$ cat config.mk
export PLATFORM = sky130hd
export DESIGN_NAME = ysyx_22040759_ifu
export DESIGN_NICKNAME = d
export VERILOG_FILES = /design/src/rtl/ysyx_22040759_ifu_pkg.sv /design/src/rtl/ysyx_22040759_ifu_perf.sv /design/src/rtl/ysyx_22040759_ifu.sv
export SDC_FILE = /design/constraint.sdc
export NUM_CORES = 1
export LEC_CHECK = 0
export CORE_MARGIN = 8
export CORE_UTILIZATION = 40
export DETAILED_ROUTE_END_ITERATION = 10
export PLACE_DENSITY = 0.81
export RECOVER_POWER = 25
export SLEW_MARGIN = 20
export SYNTH_ARGS = -nofsm -noshare
export SYNTH_HDL_FRONTEND = slang
export SYNTH_SLANG_ARGS = --single-unit
export TNS_END_PERCENT = 30
$ cat constraint.sdc
create_clock -name clk -period 1.6 [get_ports clk]
set_input_delay 0.32 -clock clk [delete_from_list [all_inputs] [get_ports clk]]
set_output_delay 0.32 -clock clk [all_outputs]
set_load 0.03 [all_outputs]
$ cat src/rtl/ysyx_22040759_ifu_pkg.sv
`default_nettype none
// ============================================================================
// Module   : ysyx_22040759_ifu_pkg
// Brief    : Shared definitions for the instruction fetch unit: FSM state
//            encodings, the NOP instruction and the AXI OKAY response code.
// Revision : 1.0 - initial release
// ============================================================================
package ysyx_22040759_ifu_pkg;

  // Fetch FSM states, 3-bit encoded
  typedef enum logic [2:0] {
    IFU_IDLE = 3'd0,
    IFU_AR   = 3'd1,
    IFU_R    = 3'd2,
    IFU_OUT  = 3'd3,
    IFU_DROP = 3'd4
  } ifu_state_e;

  // addi x0, x0, 0 -- driven on faults and out of reset
  localparam logic [31:0] C_NOP_INST  = 32'h0000_0013;
  localparam logic [1:0]  C_RESP_OKAY = 2'b00;

  // Instructions are word aligned; any low address bit set is a fault
  function automatic logic is_misaligned(input logic [1:0] addr_lo);
    return addr_lo != 2'b00;
  endfunction

endpackage
`default_nettype wire

$ cat src/rtl/ysyx_22040759_ifu_perf.sv
`default_nettype none
// ============================================================================
// Module   : ysyx_22040759_ifu_perf
// Brief    : Fetch performance counters: completed error-free fetches and
//            cycles spent waiting on the memory bus. Both wrap at 2^32.
//            Only instantiated when YSYX_22040759_IFU_PERF_EN is defined.
// Revision : 1.0 - initial release
// ============================================================================
module ysyx_22040759_ifu_perf (
  input  logic        clk,
  input  logic        rst,          // asynchronous, active low
  input  logic        fetch_done,   // error-free instruction handed to the core
  input  logic        bus_stall,    // FSM waiting in AR or R
  output logic [31:0] perf_fetch_cnt,
  output logic [31:0] perf_stall_cnt
);

  logic [31:0] fetch_cnt_q, fetch_cnt_d;
  logic [31:0] stall_cnt_q, stall_cnt_d;

  // Next-count logic; plain increment wraps naturally
  always_comb begin
    fetch_cnt_d = fetch_cnt_q;
    stall_cnt_d = stall_cnt_q;
    if (fetch_done) fetch_cnt_d = fetch_cnt_q + 32'd1;
    if (bus_stall)  stall_cnt_d = stall_cnt_q + 32'd1;
  end

  // Counter registers
  always_ff @(posedge clk or negedge rst) begin
    if (!rst) begin
      fetch_cnt_q <= 32'd0;
      stall_cnt_q <= 32'd0;
    end else begin
      fetch_cnt_q <= fetch_cnt_d;
      stall_cnt_q <= stall_cnt_d;
    end
  end

  assign perf_fetch_cnt = fetch_cnt_q;
  assign perf_stall_cnt = stall_cnt_q;

endmodule
`default_nettype wire

$ cat src/rtl/ysyx_22040759_ifu.sv
`default_nettype none
// ============================================================================
// Module   : ysyx_22040759_ifu
// Brief    : Instruction fetch unit. Accepts a PC from the core, performs one
//            AXI4-Lite style read (AR then R) and hands the instruction back
//            over a valid/ready handshake. Supports flush and reports bus and
//            alignment faults (instruction replaced by NOP).
//            Optional: define YSYX_22040759_IFU_PERF_EN to add the
//            perf_fetch_cnt / perf_stall_cnt counter outputs.
// Revision : 1.0 - initial release
// ============================================================================
module ysyx_22040759_ifu
  import ysyx_22040759_ifu_pkg::*;
#(
  parameter int                ADDR_W   = 32,
  parameter int                DATA_W   = 32,   // only 32 is supported
  parameter logic [DATA_W-1:0] NOP_INST = C_NOP_INST
) (
  input  logic              clk,
  input  logic              rst,          // asynchronous, active low
  // core PC side
  input  logic [ADDR_W-1:0] pc_in,
  input  logic              pc_valid,
  output logic              pc_ready,
  input  logic              flush,
  // memory read channels
  output logic              mem_arvalid,
  input  logic              mem_arready,
  output logic [ADDR_W-1:0] mem_araddr,
  input  logic              mem_rvalid,
  output logic              mem_rready,
  input  logic [DATA_W-1:0] mem_rdata,
  input  logic [1:0]        mem_rresp,
  // instruction to core
  output logic [DATA_W-1:0] inst,
  output logic [ADDR_W-1:0] inst_pc,
  output logic              inst_valid,
  input  logic              inst_ready,
  output logic              fetch_err
`ifdef YSYX_22040759_IFU_PERF_EN
  ,
  output logic [31:0]       perf_fetch_cnt,
  output logic [31:0]       perf_stall_cnt
`endif
);

  ifu_state_e        state_q, state_d;
  logic [ADDR_W-1:0] araddr_q, araddr_d;
  logic [ADDR_W-1:0] inst_pc_q, inst_pc_d;
  logic [DATA_W-1:0] inst_q, inst_d;
  logic              fetch_err_q, fetch_err_d;
  // Remembers a flush seen while the address was still pending, so the
  // eventual read data is discarded instead of delivered.
  logic              drop_q, drop_d;

  // Next-state and datapath update; every field defaults to holding
  always_comb begin
    state_d     = state_q;
    araddr_d    = araddr_q;
    inst_pc_d   = inst_pc_q;
    inst_d      = inst_q;
    fetch_err_d = fetch_err_q;
    drop_d      = drop_q;

    unique case (state_q)
      IFU_IDLE: begin
        drop_d = 1'b0;
        if (pc_valid && !flush) begin
          araddr_d  = pc_in;
          inst_pc_d = pc_in;
          if (is_misaligned(pc_in[1:0])) begin
            // Fault straight to the output stage, no bus access
            inst_d      = NOP_INST;
            fetch_err_d = 1'b1;
            state_d     = IFU_OUT;
          end else begin
            fetch_err_d = 1'b0;
            state_d     = IFU_AR;
          end
        end
      end

      IFU_AR: begin
        // arvalid may not be withdrawn, so a flush here only marks the read
        drop_d = drop_q | flush;
        if (mem_arready) begin
          drop_d  = 1'b0;
          state_d = (drop_q || flush) ? IFU_DROP : IFU_R;
        end
      end

      IFU_R: begin
        if (flush) begin
          // Data arriving with the flush is consumed and thrown away
          state_d = mem_rvalid ? IFU_IDLE : IFU_DROP;
        end else if (mem_rvalid) begin
          if (mem_rresp == C_RESP_OKAY) begin
            inst_d      = mem_rdata;
            fetch_err_d = 1'b0;
          end else begin
            inst_d      = NOP_INST;
            fetch_err_d = 1'b1;
          end
          state_d = IFU_OUT;
        end
      end

      IFU_DROP: begin
        if (mem_rvalid) state_d = IFU_IDLE;
      end

      IFU_OUT: begin
        // A flush voids the transfer even when inst_ready is high
        if (flush || inst_ready) state_d = IFU_IDLE;
      end

      default: state_d = IFU_IDLE;
    endcase
  end

  // State and datapath registers
  always_ff @(posedge clk or negedge rst) begin
    if (!rst) begin
      state_q     <= IFU_IDLE;
      araddr_q    <= '0;
      inst_pc_q   <= '0;
      inst_q      <= NOP_INST;
      fetch_err_q <= 1'b0;
      drop_q      <= 1'b0;
    end else begin
      state_q     <= state_d;
      araddr_q    <= araddr_d;
      inst_pc_q   <= inst_pc_d;
      inst_q      <= inst_d;
      fetch_err_q <= fetch_err_d;
      drop_q      <= drop_d;
    end
  end

  // Handshake outputs decoded from state only (pc_ready also gated by flush)
  assign pc_ready    = (state_q == IFU_IDLE) && !flush;
  assign mem_arvalid = (state_q == IFU_AR);
  assign mem_rready  = (state_q == IFU_R) || (state_q == IFU_DROP);
  assign inst_valid  = (state_q == IFU_OUT);
  assign mem_araddr  = araddr_q;
  assign inst        = inst_q;
  assign inst_pc     = inst_pc_q;
  assign fetch_err   = fetch_err_q;

`ifdef YSYX_22040759_IFU_PERF_EN
  logic perf_fetch_done;
  logic perf_bus_stall;

  assign perf_fetch_done = (state_q == IFU_OUT) && inst_ready && !flush && !fetch_err_q;
  assign perf_bus_stall  = (state_q == IFU_AR) || (state_q == IFU_R);

  ysyx_22040759_ifu_perf u_perf (
    .clk            (clk),
    .rst            (rst),
    .fetch_done     (perf_fetch_done),
    .bus_stall      (perf_bus_stall),
    .perf_fetch_cnt (perf_fetch_cnt),
    .perf_stall_cnt (perf_stall_cnt)
  );
`endif

endmodule
`default_nettype wire
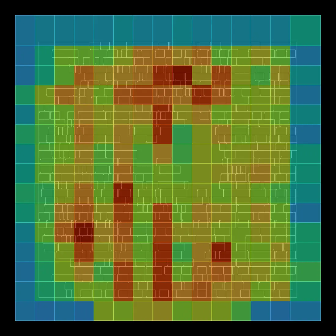
*Routing congestion map, run 1*
met2 Track Usage GR: 0.310
Global Route met3 Usage: 0.0527

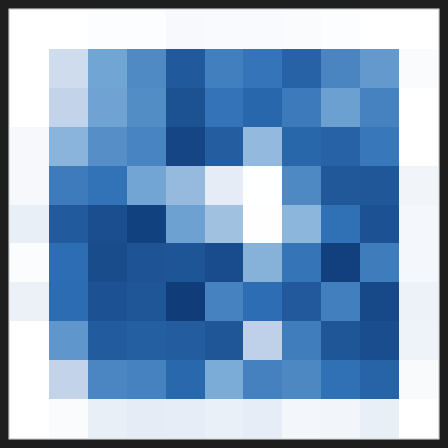
*Placement density heat map, run 1*
11 x 11 tiles, from white (low) to dark blue (high), 0 to 100% covered.
fullest tile = 95%
mean over tiles = 46%
emptiest ninth of the die = north-west
fraction of the core area covered by cells at the end of the flow: 0.672
core outline area: 8130 sq um

==> impl_metrics.tcl, run 1 <==
# yosys + openroad results
set metrics [dict create \
    status "finished with violations" \
    failed_checks "setup timing" \
    io_buffer_count 173 \
    post_synth.cell_area_avg_sq_um 11.3 \
    antenna_found_initial 1 \
    final-setup-viol-count 14 \
    finClkSkew_ps 7.49 \
    lay_top_cells "sky130_fd_sc_hd__dlygate4sd2_1, sky130_fd_sc_hd__clkdlybuf4s50_1, sky130_fd_sc_hd__dfrtp_1" \
    setup.reg_to_reg.worst_slack_ps -20 \
    clock-sinks 69 \
    nNetsFinal 535 \
    placement_row_count 33 \
    number_of_antenna_cells_inserted 0 \
    drcViolationCount 0 \
    worst-endpoint-arrival_ps 1310 \
    critical-path-top-cell-by-count "sky130_fd_sc_hd__buf_6" \
    worst_hold_path_cells 3 \
    final_critical_path_setup_slack_ps -33.6 \
    p_leak_nw 2.69 \
    max-slew-margin-rel 0.382 \
    final_count_of_pins_violating_max_slew 0 \
    mostFrequentLayoutCell "sky130_fd_sc_hd__dlygate4sd2_1" \
    clock_tree_from_tritoncts "yes" \
    critPathKind "flop to primary output" \
    worst_min_delay_path_class "input port to flop" \
    end_kind "primary output" \
    hpwl_um 7610 \
    reg2reg_start "state_q[1]" \
    initial_core_util 0.410 \
    dr.first_iter.drc_count 131 \
    critical_path.slowest_cell "sky130_fd_sc_hd__dfrtp_1" \
    synthesis.yosys.warnings 0 \
    last_weighted_congestion_value_of_the_routability_driven_placer 0.783 \
    ys_cells 296 \
    crit_family "flip-flops" \
    critical_path.max_fanout 4 \
    area_overhead_of_the_layout_relative_to_synthesis_pct 63.9 \
    log.warning_count 29 \
    netlist_instances 296 \
    globalRouteTotalUtil 0.172 \
]
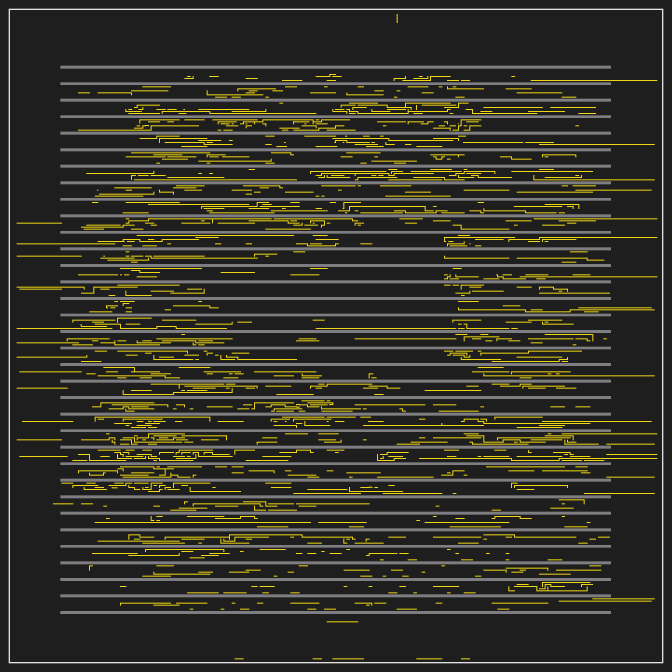
*M1 wires, run 1*
Supply wires on this layer in grey.
longest straight run = 35.4 um
share of all routed wire = 38%
nets with wire on the layer = 478
global-route met1 utilization: 0.186
final routed wirelength across all metal layers: 10,600 um
DR vias: 2,852

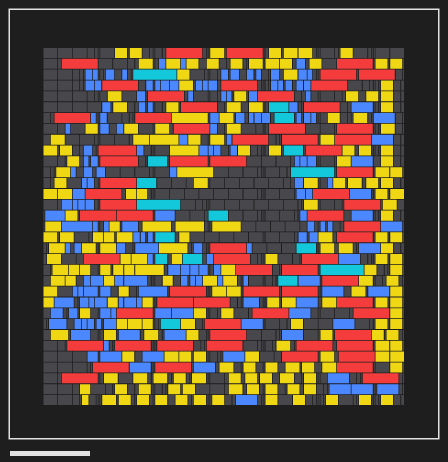
*Placed cells, one colour a class, run 1*
Bar = 20 um. Fill, decap, tap and diode cells in grey.
red -> sequential cells  # cells 69, share of their area 32%
yellow -> remaining buffers and delay cells  # cells 208, share of their area 38%
blue -> remaining logic cells  # cells 174, share of their area 25%
cyan -> clock drivers and dummy loads  # cells 16, share of their area 5.3%
sequential portion of the cell area: 0.317
final cell area excluding filler cells: 5470 sq um

==> run 1: worst max-delay path by stage <==
stage	depth (start not counted)	startpoint	slack, ps	to
3_3_place_gp	6	flush	-160	inst[6]
5_1_grt	4	state_q[1]	-100	mem_rready
4_1_cts	3	state_q[1]	-70	pc_ready
2_1_floorplan	3	state_q[1]	-40	pc_ready
6_report	4	state_q[1]	-30	mem_rready
3_5_place_dp	6	flush	-220	inst[6]
==> run 1: cell type report <==
type	instances	share of cell area
Timing Repair Buffer	208	0.368
Sequential cell	69	0.317
Multi-Input combinational cell	142	0.218
Clock buffer	11	0.0277
Tap cell	105	0.0240
Clock inverter	5	0.0236
Inverter	32	0.0220
==> run 1: routing by layer <==
layer / part of all wire / wire length [um] / vias to the layer above
met2: 0.53 / 5600 / 114
met5: 0.0012 / 13 / -
li1: - / - / 1317
met4: 0.016 / 164 / 2
met1: 0.38 / 3970 / 1401
met3: 0.078 / 824 / 18
==> run 1: synthesized netlist by cell type (all sizes together) <==
cell	count	area, sq um
dfrtp	66	1650
buf	46	332
mux2	33	484
inv	32	120
o21ai	31	159
nand4	29	181
nand2	8	30.0
a21oi	7	35.0
clkbuf	7	26.3
nor2	7	26.3
nand2b	5	31.3
a31oi	4	25.0
dfstp	3	78.8
nor3b	3	22.5
and2	2	12.5
nor3	2	21.3
a211oi	1	7.51
and3	1	6.26
nand3b	1	20.0
nor2b	1	6.26
nor4	1	6.26
nor4b	1	8.76
o2111ai	1	8.76
o211ai	1	7.51
o311a	1	10.0
o311ai	1	8.76
o32ai	1	8.76
==> run 1: logic make-up after synthesis <==
group,after synthesis,share of synthesized area
muxes,33,0.145
buffers and inverters,85,0.143
and+or+nand+nor,61,0.112
AOI/OAI and AO/OA,48,0.0810
DFF,69,0.519
==> run 1: what timing repair did <==
action                     CTS  global route
setup endpoints to repair   99            37
hold buffers                 1             0
hold endpoints to repair     3             0
pin swaps                    2             4
setup buffers                9             1
gates resized              103            12
gates cloned                 0             3
==> run 1: where the power goes <==
group / internal [W] / total (W) / switching [W] / leakage [nW]
clock: 0.00128 / 0.00193 / 0.000648 / 0.140
combinational: 0.00280 / 0.00697 / 0.00417 / 1.68
sequential: 0.00253 / 0.00306 / 0.000524 / 0.867
total: 0.00661 / 0.0120 / 0.00534 / 2.69
==> run 1: tightest hold or removal path: cells and delay by family <==
kind	cells	cell delay, ps
buffers and inverters	2	460
AND-OR/OR-AND	1	70
==> run 1: stage by stage <==
stage	std cells	cell area (sq um)	hold slack (ps)	TNS [ps]	total power, W
after global routing	572	5470	520	-1840	0.0125
final	572	5470	516	-161	0.0120
after global placement	542	5080	364	-9350	0.0103
after floorplan	296	3350	24.4	-38.9	0.00775
after CTS	568	5350	503	-260	0.0118
after detailed placement	542	5080	368	-11760	0.0105
==> run 1: sequential cells by signal (all words and copies together) (netlist names) <==
register,count
fetch_err,1
inst_pc,32
state_q,3
drop_q,1
inst,32
--- run 2 (diff from run 1) ---
--- a/config.mk
+++ b/config.mk
@@ -5,7 +5,7 @@
 export SDC_FILE = /design/constraint.sdc
 export NUM_CORES = 1
 export LEC_CHECK = 0
-export CORE_MARGIN = 8
+export CORE_MARGIN = 1.5
 export CORE_UTILIZATION = 40
 export DETAILED_ROUTE_END_ITERATION = 10
 export PLACE_DENSITY = 0.81
@@ -14,4 +14,3 @@
 export SYNTH_ARGS = -nofsm -noshare
 export SYNTH_HDL_FRONTEND = slang
 export SYNTH_SLANG_ARGS = --single-unit
-export TNS_END_PERCENT = 30
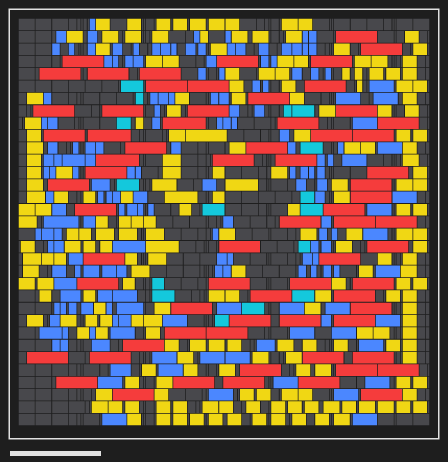
*Placed cells, one colour a class, run 2*
Bar = 20 um. Fill, decap, tap and diode cells in grey.
blue -> remaining logic cells  # cells 174, share of their area 25%
yellow -> remaining buffers and delay cells  # cells 213, share of their area 38%
cyan -> clock drivers and dummy loads  # cells 16, share of their area 3.4%
red -> sequential cells  # cells 69, share of their area 33%

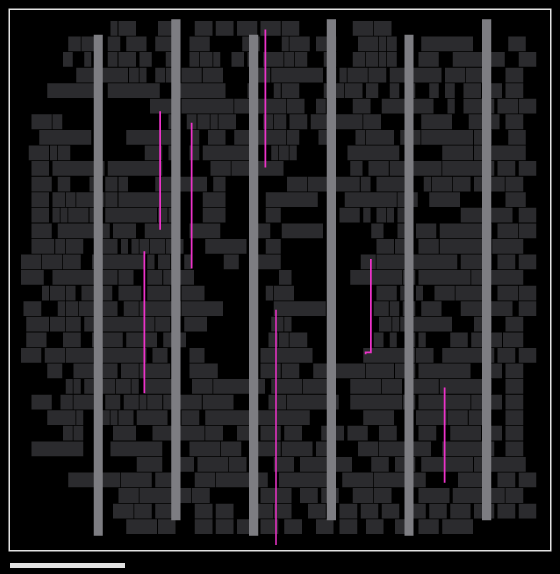
*Met4 routing, run 2*
Bar = 20 um. Supply wires on this layer in grey.
longest straight run = 40.8 um
wire length on this layer = 168 um
main direction = vertical
share of all routed wire = 1.8%
nets with wire on the layer = 6
DR vias: 2,805
final routed wirelength across all metal layers: 9320 um

==> run 2 against run 1 <==
  * The run still ends with setup timing left
  * Combinational power fell by 2%
  * Clock power fell by 35%
  * Power fell by 7.0%
  * Final area down 2.4%
  * Die size fell by 23%
  * Critical path type unchanged
==> impl_metrics.tcl, run 2 <==
# yosys + openroad results
set metrics [dict create \
    layout.cells.non_filler 577 \
    postSynth.topFlopCell "sky130_fd_sc_hd__dfrtp_1" \
    dr.first_iter.drc_count 69 \
    yosysTopAreaCellShare 0.495 \
    clockPowerShare 0.114 \
    synth-edff-count 0 \
    fin_hold_ws_ps 500 \
    area_overhead_of_the_layout_relative_to_synthesis_pct 59.9 \
    lay_top_cells "sky130_fd_sc_hd__dlygate4sd2_1, sky130_fd_sc_hd__clkdlybuf4s50_1, sky130_fd_sc_hd__dfrtp_1" \
    globalRouteTotalUtil 0.213 \
    final_hold_viol_count 0 \
    postSynthSeqShare 0.519 \
    synthesis.yosys.warnings 0 \
    max-slew-margin-rel 0.309 \
    worst-endpoint-arrival_ps 1320 \
    p_leak_nw 2.62 \
    final_critical_path_setup_slack_ps -40.1 \
    drcViolationCount 0 \
    p_sw_w 0.00527 \
    io_buffer_count 173 \
    yosysTopAreaCell "sky130_fd_sc_hd__dfrtp_1" \
    failed_checks "setup timing" \
    clock_tree.root_cell "sky130_fd_sc_hd__clkbuf_8" \
    comb_power_share 0.611 \
    netSwitchingFraction 0.474 \
    initial_core_util 0.410 \
    worst_min_delay_path_class "input port to flop" \
    synthTopCellsByCount "sky130_fd_sc_hd__dfrtp_1, sky130_fd_sc_hd__buf_4, sky130_fd_sc_hd__inv_1" \
    ys_cells 296 \
    seq_power_share 0.275 \
    antenna_found_initial 0 \
    finClkSkew_ps 11.4 \
    mostFrequentLayoutCell "sky130_fd_sc_hd__dlygate4sd2_1" \
    netlist_instances 296 \
    critical_path.max_fanout 7 \
    post_synth.cell_area_avg_sq_um 11.3 \
    log.warning_count 29 \
    final_count_of_pins_violating_max_slew 0 \
    numPlacedInstances 547 \
    placement_row_count 33 \
    clock_tree_from_tritoncts "yes" \
    clock-sinks 69 \
    status "finished with violations" \
    end_kind "primary output" \
    hpwl_um 6710 \
    p_int_w 0.00584 \
    last_weighted_congestion_value_of_the_routability_driven_placer 0.794 \
    core_outline_area_sq_um 8130 \
    nNetsFinal 540 \
    critPathKind "flop to primary output" \
    fmaxAchievable_mhz 610 \
    number_of_antenna_cells_inserted 0 \
    final-setup-viol-count 3 \
    synth_top_cell_by_count "sky130_fd_sc_hd__dfrtp_1" \
]
## run 2: cell count changes in the layout (fill, tap and decap cells not counted), sizes merged
cell | previous run | this run
buf | 38 | 40
bufinv | 4 | 0
clkbuf | 14 | 15
clkinv | 0 | 4
clkinvlp | 0 | 2
dlygate4sd2 | 94 | 95
dlymetal6s2s | 1 | 0
## run 2: cell families after synthesis
logic type,after synthesis,share of synthesized area
AND-OR/OR-AND,48,0.0810
buffers and inverters,85,0.143
flip-flops,69,0.519
multiplexers,33,0.145
AND/OR/NAND/NOR,61,0.112
## run 2: worst paths after layout
kind                       cells past startpoint  slack (ps)     endpoint          from
max                                            4         -40   mem_rready    state_q[2]
max in group asynchronous                      3         140    fetch_err           rst
min in group asynchronous                      3         670  inst_pc[25]           rst
min                                            3         500      inst[1]  mem_rdata[1]
min reg2reg                                    2         520     inst[20]      inst[20]
max reg2reg                                    5          30  inst_pc[31]    state_q[0]
## run 2: critical path, cell delays in order (launching register included)
cell and delay, ps:
sky130_fd_sc_hd__dfrtp_1 400, sky130_fd_sc_hd__buf_6 150, sky130_fd_sc_hd__nand2b_4 140, sky130_fd_sc_hd__a21oi_2 140
sky130_fd_sc_hd__buf_6 140
## run 2: cell type report
class / instances / area, sq um
fillers: 666 / 2800
repair buffers: 213 / 1990
flip-flops and latches: 69 / 1730
multi-input cells: 142 / 1190
well taps: 105 / 131
clock buffers: 9 / 124
inverters: 32 / 120
clock inverters: 7 / 51.3
## run 2: per-stage QoR
stage | worst slack, ps | TNS (ps) | power, W | utilization | cell area, sq um
floorplan | -36.9 | -38.9 | 0.00775 | - | 3350
global placement | -190 | -11050 | 0.0102 | 0.624 | 5070
detailed placement | -270 | -13450 | 0.0103 | 0.624 | 5070
CTS | -69.1 | -131 | 0.0110 | 0.648 | 5270
global route | -92.7 | -3090 | 0.0117 | 0.656 | 5330
finish | -40.1 | -66.7 | 0.0111 | 0.656 | 5330
## run 2: metal layers
metal,share of wire,global-route usage
met4,0.018,0.0746
met3,0.068,0.0583
met5,0,0
met2,0.52,0.378
met1,0.40,0.246
## run 2: power by group through the flow
stage / combinational [W] / sequential (W) / clock [W]
6_report: 0.00680 / 0.00306 / 0.00126
5_1_grt: 0.00717 / 0.00316 / 0.00136
4_1_cts: 0.00667 / 0.00307 / 0.00130
3_5_place_dp: 0.00718 / 0.00314 / 0
3_3_place_gp: 0.00708 / 0.00311 / 0
2_1_floorplan: 0.00326 / 0.00449 / 0
## run 2: timing repair
item	CTS	global route
gates cloned	0	1
hold endpoints to repair	28	0
setup endpoints to repair	101	40
resized	113	15
hold buffers	1	0
setup buffers	11	1
pin swaps	3	3
Power is estimated from default activity; no workload was simulated.
